<file path="src/rtl/pkg_pulsacion.sv">
// Shared types for the button gesture classifier: FSM states and sticky event codes.
package pkg_pulsacion;

    typedef enum logic [1:0] {
        IDLE   = 2'b00,
        PRESS1 = 2'b01,
        GAP    = 2'b10,
        HOLD   = 2'b11
    } state_t;

    localparam logic [1:0] EV_NONE   = 2'b00;
    localparam logic [1:0] EV_SHORT  = 2'b01;
    localparam logic [1:0] EV_LONG   = 2'b10;
    localparam logic [1:0] EV_DOUBLE = 2'b11;

endpackage

</file>
<file path="src/rtl/detector_flanco.sv">
// Rise/fall detector for a clk-synchronous level; reusable by any button consumer.
module detector_flanco (
    input  logic clk,
    input  logic reset,
    input  logic i_level,
    output logic o_rise_c,
    output logic o_fall_c
);

    logic r_level_q;
    logic r_armed;

    // r_armed masks the first cycle after reset so a level already high is not seen as a rise
    always_ff @(posedge clk or negedge reset) begin
        if (!reset) begin
            r_level_q <= 1'b0;
            r_armed   <= 1'b0;
        end else begin
            r_level_q <= i_level;
            r_armed   <= 1'b1;
        end
    end

    assign o_rise_c = r_armed &  i_level & ~r_level_q;
    assign o_fall_c = r_armed & ~i_level &  r_level_q;

endmodule

</file>
<file path="src/rtl/clasificador_pulsacion.sv">
// Classifies debounced button gestures into short press, long press and double click events.
module clasificador_pulsacion
    import pkg_pulsacion::*;
#(
    parameter int unsigned LONG_CYCLES = 50_000_000,
    parameter int unsigned GAP_CYCLES  = 12_500_000
) (
    input  logic       clk,
    input  logic       reset,
    input  logic       en,
    input  logic       btn_db,
    output logic       ev_short,
    output logic       ev_long,
    output logic       ev_double,
    output logic [1:0] ev_code,
    output logic       held,
    output logic [7:0] ev_count
);

    localparam int unsigned MAX_CYCLES = (LONG_CYCLES > GAP_CYCLES) ? LONG_CYCLES : GAP_CYCLES;
    localparam int unsigned TW         = $clog2(MAX_CYCLES);
    localparam logic [TW-1:0] LONG_LAST = TW'(LONG_CYCLES - 1);
    localparam logic [TW-1:0] GAP_LAST  = TW'(GAP_CYCLES - 1);

    logic          w_rise;
    logic          w_fall;
    state_t        r_state;
    logic [TW-1:0] r_timer;

    detector_flanco u_detector (
        .clk      (clk),
        .reset    (reset),
        .i_level  (btn_db),
        .o_rise_c (w_rise),
        .o_fall_c (w_fall)
    );

    // Gesture FSM; pulses default low each cycle so every event lasts exactly one cycle
    always_ff @(posedge clk or negedge reset) begin
        if (!reset) begin
            r_state   <= IDLE;
            r_timer   <= '0;
            ev_short  <= 1'b0;
            ev_long   <= 1'b0;
            ev_double <= 1'b0;
            ev_code   <= EV_NONE;
            held      <= 1'b0;
            ev_count  <= 8'd0;
        end else begin
            ev_short  <= 1'b0;
            ev_long   <= 1'b0;
            ev_double <= 1'b0;
            if (!en) begin
                r_state <= IDLE;
                r_timer <= '0;
                held    <= 1'b0;
            end else begin
                case (r_state)
                    IDLE: begin
                        if (w_rise) begin
                            r_state <= PRESS1;
                            r_timer <= '0;
                        end
                    end
                    PRESS1: begin
                        if (w_fall) begin
                            r_state <= GAP;
                            r_timer <= '0;
                        end else if (btn_db && (r_timer == LONG_LAST)) begin
                            r_state  <= HOLD;
                            r_timer  <= '0;
                            ev_long  <= 1'b1;
                            ev_code  <= EV_LONG;
                            ev_count <= ev_count + 8'd1;
                            held     <= 1'b1;
                        end else if (r_timer != '1) begin
                            r_timer <= r_timer + TW'(1);
                        end
                    end
                    GAP: begin
                        if (w_rise) begin
                            r_state   <= HOLD;
                            r_timer   <= '0;
                            ev_double <= 1'b1;
                            ev_code   <= EV_DOUBLE;
                            ev_count  <= ev_count + 8'd1;
                            held      <= 1'b0;
                        end else if (r_timer == GAP_LAST) begin
                            r_state  <= IDLE;
                            r_timer  <= '0;
                            ev_short <= 1'b1;
                            ev_code  <= EV_SHORT;
                            ev_count <= ev_count + 8'd1;
                        end else if (r_timer != '1) begin
                            r_timer <= r_timer + TW'(1);
                        end
                    end
                    HOLD: begin
                        if (w_fall) begin
                            r_state <= IDLE;
                            r_timer <= '0;
                            held    <= 1'b0;
                        end
                    end
                    default: begin
                        r_state <= IDLE;
                        r_timer <= '0;
                        held    <= 1'b0;
                    end
                endcase
            end
        end
    end

endmodule

</file>
<file path="config.mk">
export PLATFORM = sky130hd
export DESIGN_NAME = clasificador_pulsacion
export DESIGN_NICKNAME = d
export VERILOG_FILES = /design/src/rtl/pkg_pulsacion.sv /design/src/rtl/detector_flanco.sv /design/src/rtl/clasificador_pulsacion.sv
export SDC_FILE = /design/constraint.sdc
export NUM_CORES = 1
export LEC_CHECK = 0
export CAP_MARGIN = 5
export CORE_UTILIZATION = 30
export CTS_BUF_LIST = sky130_fd_sc_hd__clkbuf_4
export DETAILED_ROUTE_END_ITERATION = 12
export GPL_TIMING_DRIVEN = 0
export PLACE_DENSITY = 0.53
export SLEW_MARGIN = 30
export SYNTH_ARGS = -nofsm -noshare
export SYNTH_HDL_FRONTEND = slang
export SYNTH_HIERARCHICAL = 1
export SYNTH_SLANG_ARGS = --single-unit
</file>
<file path="constraint.sdc">
create_clock -name clk -period 2.87 [get_ports clk]
set_input_delay 0.4305 -clock clk [delete_from_list [all_inputs] [get_ports clk]]
set_output_delay 0.4305 -clock clk [all_outputs]
set_load 0.05 [all_outputs]
</file>
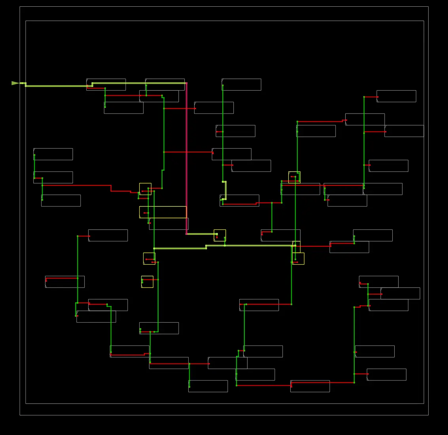
Figure 1: run 1, clock wiring as the flow saved it.
Clock Power: 405 µW
# clock sinks: 44
Flops: 44
Inserted Clock Buffers: 5
worst clock skew: 9.68 ps

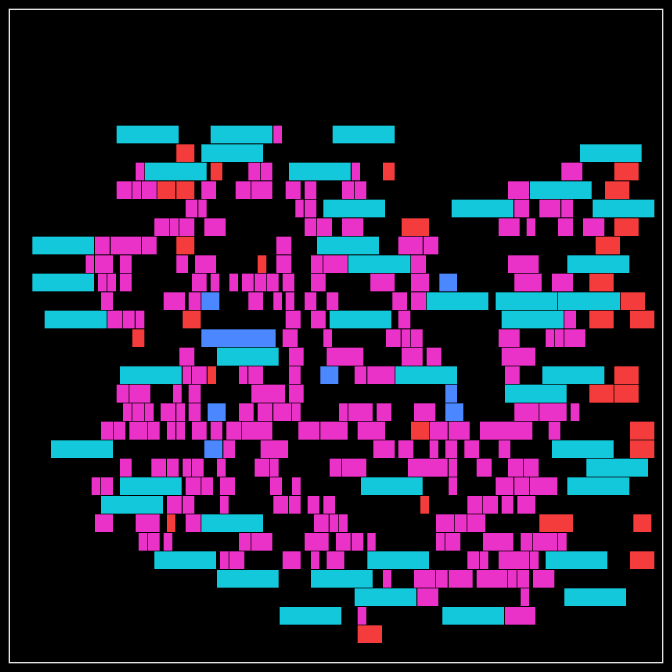
Figure 2: run 1, cells colored by class.
| class | color | cells | share of their area |
|---|---|---|---|
| clock drivers and dummy loads | blue | 8 | 2.7% |
| all other logic | magenta | 236 | 51% |
| flip-flops | cyan | 44 | 37% |
| other buffers and delay cells | red | 31 | 8.8% |
post-layout util: 36.7%
design area: 0.00307 mm²
flop share of the area: 35.8%

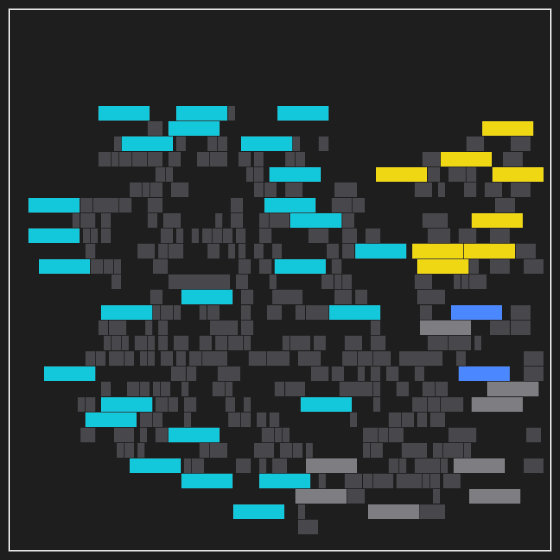
Figure 3: run 1, register map, names as in the netlist.
| netlist name | color | sequential cells |
|---|---|---|
| `ev_count` | yellow | 8 |
| `r_timer` | cyan | 26 |
| `ev_code` | blue | 2 |
Seq. pwr: 758 µW
storage element area: 0.00110 mm²

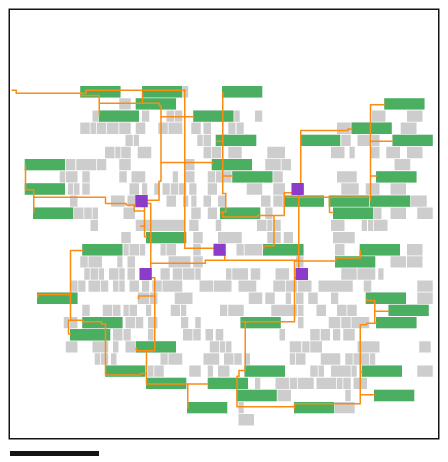
Figure 4: run 1, clock network drawn from the DEF.
Scale bar: 20 µm.
[cells driving clock nets] purple | count: 5
[clock wires] orange | length: 671 µm
[flip-flops] green | count: 44
routed clock nets: 6
flops lie: spread over the die
Clk pwr share: 20.5%
worst skew pair latency: 360 ps

## run 1: state kept, by name, indices dropped and copies added (netlist names)
register              cells
u_detector/r_level_q      1
ev_long                   1
held                      1
ev_count                  8
r_state                   2
ev_double                 1
u_detector/r_armed        1
ev_short                  1
ev_code                   2
r_timer                  26
## run 1: per-stage QoR
step / hold WS, ps / setup WS [ps] / setup TNS [ps] / std cells
after global placement: 460 / -76.5 / -334 / 413
after CTS: 53.1 / 46.8 / 0 / 421
after global routing: 76.4 / -0.599 / -0.599 / 424
final: 51.1 / 97.0 / 0 / 424
after detailed placement: 471 / -101 / -739 / 413
after floorplan: 135 / 328 / 0 / 292
## run 1: routing by layer
metal  wire [µm]  share of wire, %
met3         282               4.1
met4          71               1.0
met5           0                 0
met1        3330                49
met2        3130                46
==> impl_metrics.env, run 1 <==
# implementation run metrics
export IMPL_outcome="finished clean"
export IMPL_drc_errors=0
export IMPL_largest_class="logic gates"
export IMPL_use_met2_pct=26.0
export IMPL_flop_cell="dfrtp_1"
export IMPL_grt_pass1_vias=2248
export IMPL_via_per_inst=5.58
export IMPL_rows=33
export IMPL_openroad_warnings=29
export IMPL_vias=2367
export IMPL_dp_final_hpwl_um=4850
export IMPL_worstPathRequired_ps=3100
export IMPL_p_comb_share_pct=41.0
export IMPL_hold_class="input pin to asynchronous set/reset pin"
export IMPL_hold_violations=0
export IMPL_clk_share_pct=2.61
export IMPL_yosys_top_cells_count="dfrtp_1 (44), nand2_1 (32), a31oi_1 (21)"
export IMPL_finalClockPeriodUsage_pct=96.6
export IMPL_ys_flops=44
export IMPL_htreeDepth=2
export IMPL_layout_drive_gt1_share_pct=14.1
export IMPL_synth_cell_area_mm2=0.00264
export IMPL_mostFrequentLayoutCell="dfrtp_1"
==> run 1 -> run 2 <==
--- a/config.mk
+++ b/config.mk
@@ -8,6 +8,7 @@
 export CAP_MARGIN = 5
 export CORE_UTILIZATION = 30
 export CTS_BUF_LIST = sky130_fd_sc_hd__clkbuf_4
+export CTS_CLUSTER_SIZE = 24
 export DETAILED_ROUTE_END_ITERATION = 12
 export GPL_TIMING_DRIVEN = 0
 export PLACE_DENSITY = 0.53
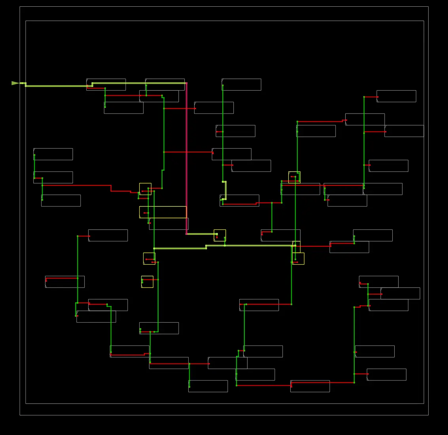
Figure 5: run 2, clock wiring as the flow saved it.
clk_buf instances: 5

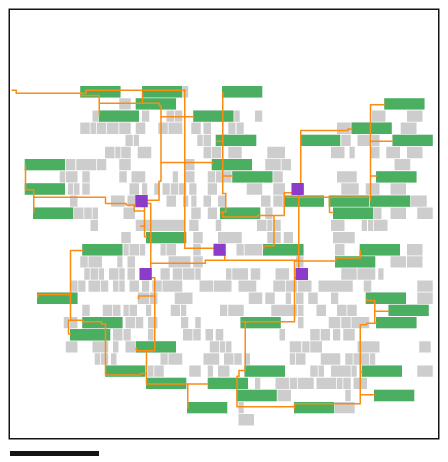
Figure 6: run 2, clock network drawn from the DEF.
Scale bar: 20 µm.
[cells driving clock nets] purple | count: 5
[flip-flops] green | count: 44
[clock wires] orange | length: 671 µm
flops lie: spread over the die
routed clock nets: 6

==> impl_metrics.env, run 2 <==
# implementation run metrics
export IMPL_outcome="finished clean"
export IMPL_vias=2367
export IMPL_ioPinCount=18
export IMPL_rows=33
export IMPL_top_regs="r_timer: 26 flops, ev_count: 8 flops"
export IMPL_nets=328
export IMPL_tns_ps=0
export IMPL_p_per_area_mw_per_mm2=641
export IMPL_leakagePower_uw=0.00115
export IMPL_clk_latency_ps=360
export IMPL_dp_slack_ps=-101
export IMPL_drt_iter0_drc=120
export IMPL_grt_busiest_layer="met2"
export IMPL_grt_pass1_vias=2248
export IMPL_yosys_area_share_simple_pct=29.1
export IMPL_ys_flops=44
export IMPL_pg_clk_uw=405
export IMPL_drc_errors=0
export IMPL_cts_buffers=5
export IMPL_fin_ws_ps=97.0
export IMPL_fin_util_pct=36.7
export IMPL_p_comb_share_pct=41.0
export IMPL_logic_family="simple AND/OR/NAND/NOR gates"
export IMPL_finalClockPeriodUsage_pct=96.6
export IMPL_reg2reg_to="r_timer[18]"
export IMPL_mostFrequentLayoutCell="dfrtp_1"
export IMPL_htreeDepth=2
export IMPL_flop_cell="dfrtp_1"
export IMPL_antennaDiodeCount=0
export IMPL_hold_violations=0
export IMPL_largest_register="r_timer"
export IMPL_grt_util_met3_pct=2.69
export IMPL_openroad_warnings=29
export IMPL_hold_class="input pin to asynchronous set/reset pin"
export IMPL_logic_area_mm2=0.00147
export IMPL_r2r_cells=7
export IMPL_dp_final_hpwl_um=4850
export IMPL_clk_path_buf_depth=2
export IMPL_seqCellArea_mm2=0.00110
export IMPL_cts_sinks=44
export IMPL_yosys_top_cells_count="dfrtp_1 (44), nand2_1 (32), a31oi_1 (21)"
export IMPL_finalClockSkew_ps=9.68
export IMPL_p_sw_uw=809
export IMPL_use_met2_pct=26.0
export IMPL_powerSeq_uw=758
export IMPL_clock_power_share_pct=20.5
export IMPL_layout_drive_gt1_share_pct=14.1
export IMPL_synth_cell_area_mm2=0.00264
export IMPL_largest_register_ffs=26
export IMPL_via_per_inst=5.58
run 2: layer usage:
layer,share of wire (%),up-vias
met5,0,-
met4,1.0,0
met3,4.1,9
met2,46,54
met1,49,1148
li1,-,1156
run 2: layout make-up:
class                      count  area share (%)
multi-input combinational    226            47.7
sequential                    44            35.8
timing repair buffer          20            6.11
tap                          105            4.28
buffer                        11            2.28
clock inverter                 3            1.38
clock buffer                   5            1.22
inverter                      10            1.22
run 2: stage by stage:
step	hold WS, ps	cells	instance area, µm²
2_1_floorplan	135	292	2640
3_3_place_gp	460	413	2930
3_5_place_dp	471	413	2930
4_1_cts	53.1	421	3010
5_1_grt	76.4	424	3070
6_report	51.1	424	3070
Figure 7. Register map, names as in the netlist (run 2).
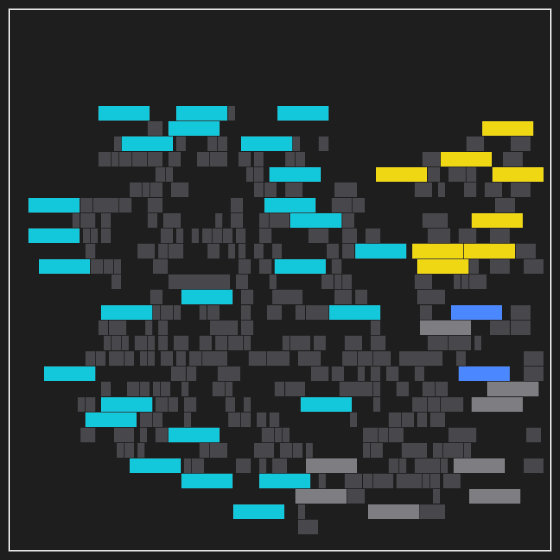

==> run 2 -> run 3 <==
--- a/config.mk
+++ b/config.mk
@@ -11,7 +11,8 @@
 export CTS_CLUSTER_SIZE = 24
 export DETAILED_ROUTE_END_ITERATION = 12
 export GPL_TIMING_DRIVEN = 0
-export PLACE_DENSITY = 0.53
+export MAX_ROUTING_LAYER = met4
+export PLACE_DENSITY = 0.45
 export SLEW_MARGIN = 30
 export SYNTH_ARGS = -nofsm -noshare
 export SYNTH_HDL_FRONTEND = slang
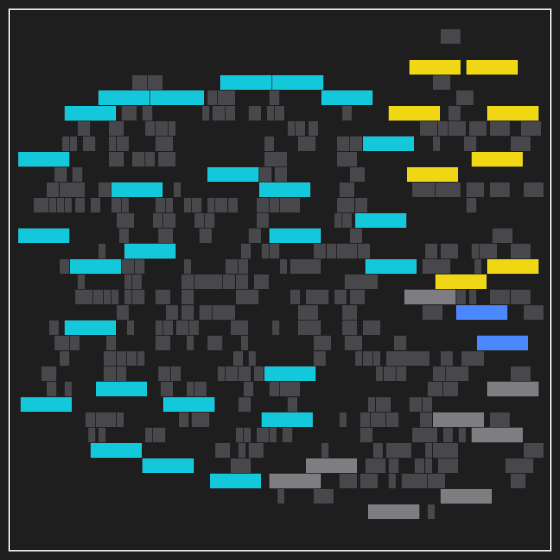
Figure 8: run 3, register map, names as in the netlist.
| netlist name | color | sequential cells |
|---|---|---|
| `r_timer` | cyan | 26 |
| `ev_count` | yellow | 8 |
| `ev_code` | blue | 2 |
post-layout util: 36.2%
storage element area: 0.00110 mm²

==> impl_metrics.env, run 3 <==
# implementation run metrics
export IMPL_outcome="finished clean"
export IMPL_grt_util_met3_pct=2.84
export IMPL_cts_sinks=44
export IMPL_leakagePower_uw=0.00114
export IMPL_antennaDiodeCount=0
export IMPL_fin_ws_ps=98.9
export IMPL_tns_ps=0
export IMPL_yosys_top_cells_count="dfrtp_1 (44), nand2_1 (32), a31oi_1 (21)"
export IMPL_synth_cell_area_mm2=0.00264
export IMPL_hold_violations=0
export IMPL_final_cell_area_mm2=0.00304
export IMPL_flop_cell="dfrtp_1"
export IMPL_use_met2_pct=26.3
export IMPL_mostFrequentLayoutCell="dfrtp_1"
export IMPL_wl_met2_um=3200
export IMPL_layout_drive_gt1_share_pct=13.8
export IMPL_nets=328
export IMPL_logic_family="simple AND/OR/NAND/NOR gates"
export IMPL_top_layer="met4"
export IMPL_finalClockPeriodUsage_pct=96.6
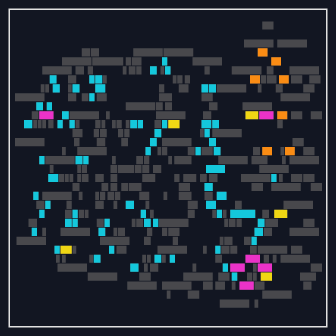
Figure 9: run 3, logic cells by family.
| family | color | cells | most used |
|---|---|---|---|
| XOR/XNOR gates | orange | 7 | xnor2_1 |
| inverting AOI/OAI gates | cyan | 66 | a31oi_1 |
| multiplexers | yellow | 5 | mux2i_1 |
| adder and majority cells | magenta | 6 | ha_1 |
logic share of the area: 48.0%
Post-Layout Cell Count: 423

run 3: what timing repair did:
action / in CTS / in global routing
gates resized: 0 / 11
endpoints found under the setup margin: 0 / 21
setup buffers: 0 / 4
run 3: area by class of cell:
type,instances,area (µm²)
Tap cell,105,131
Clock buffer,5,37.5
Timing Repair Buffer,20,188
Multi-Input combinational cell,226,1460
Fill cell,900,5340
Inverter,10,37.5
Clock inverter,2,12.5
Buffer,11,70.1
Sequential cell,44,1100
run 3: power by group through the flow:
| stage | logic, µW | registers (µW) | clock network, µW |
|---|---|---|---|
| after floorplan | 401 | 915 | 0 |
| after global placement | 788 | 769 | 0 |
| after detailed placement | 793 | 770 | 0 |
| after CTS | 796 | 758 | 331 |
| after global routing | 892 | 770 | 361 |
| final | 812 | 757 | 319 |
No activity file was given, so power comes from the tool's default toggle rates.
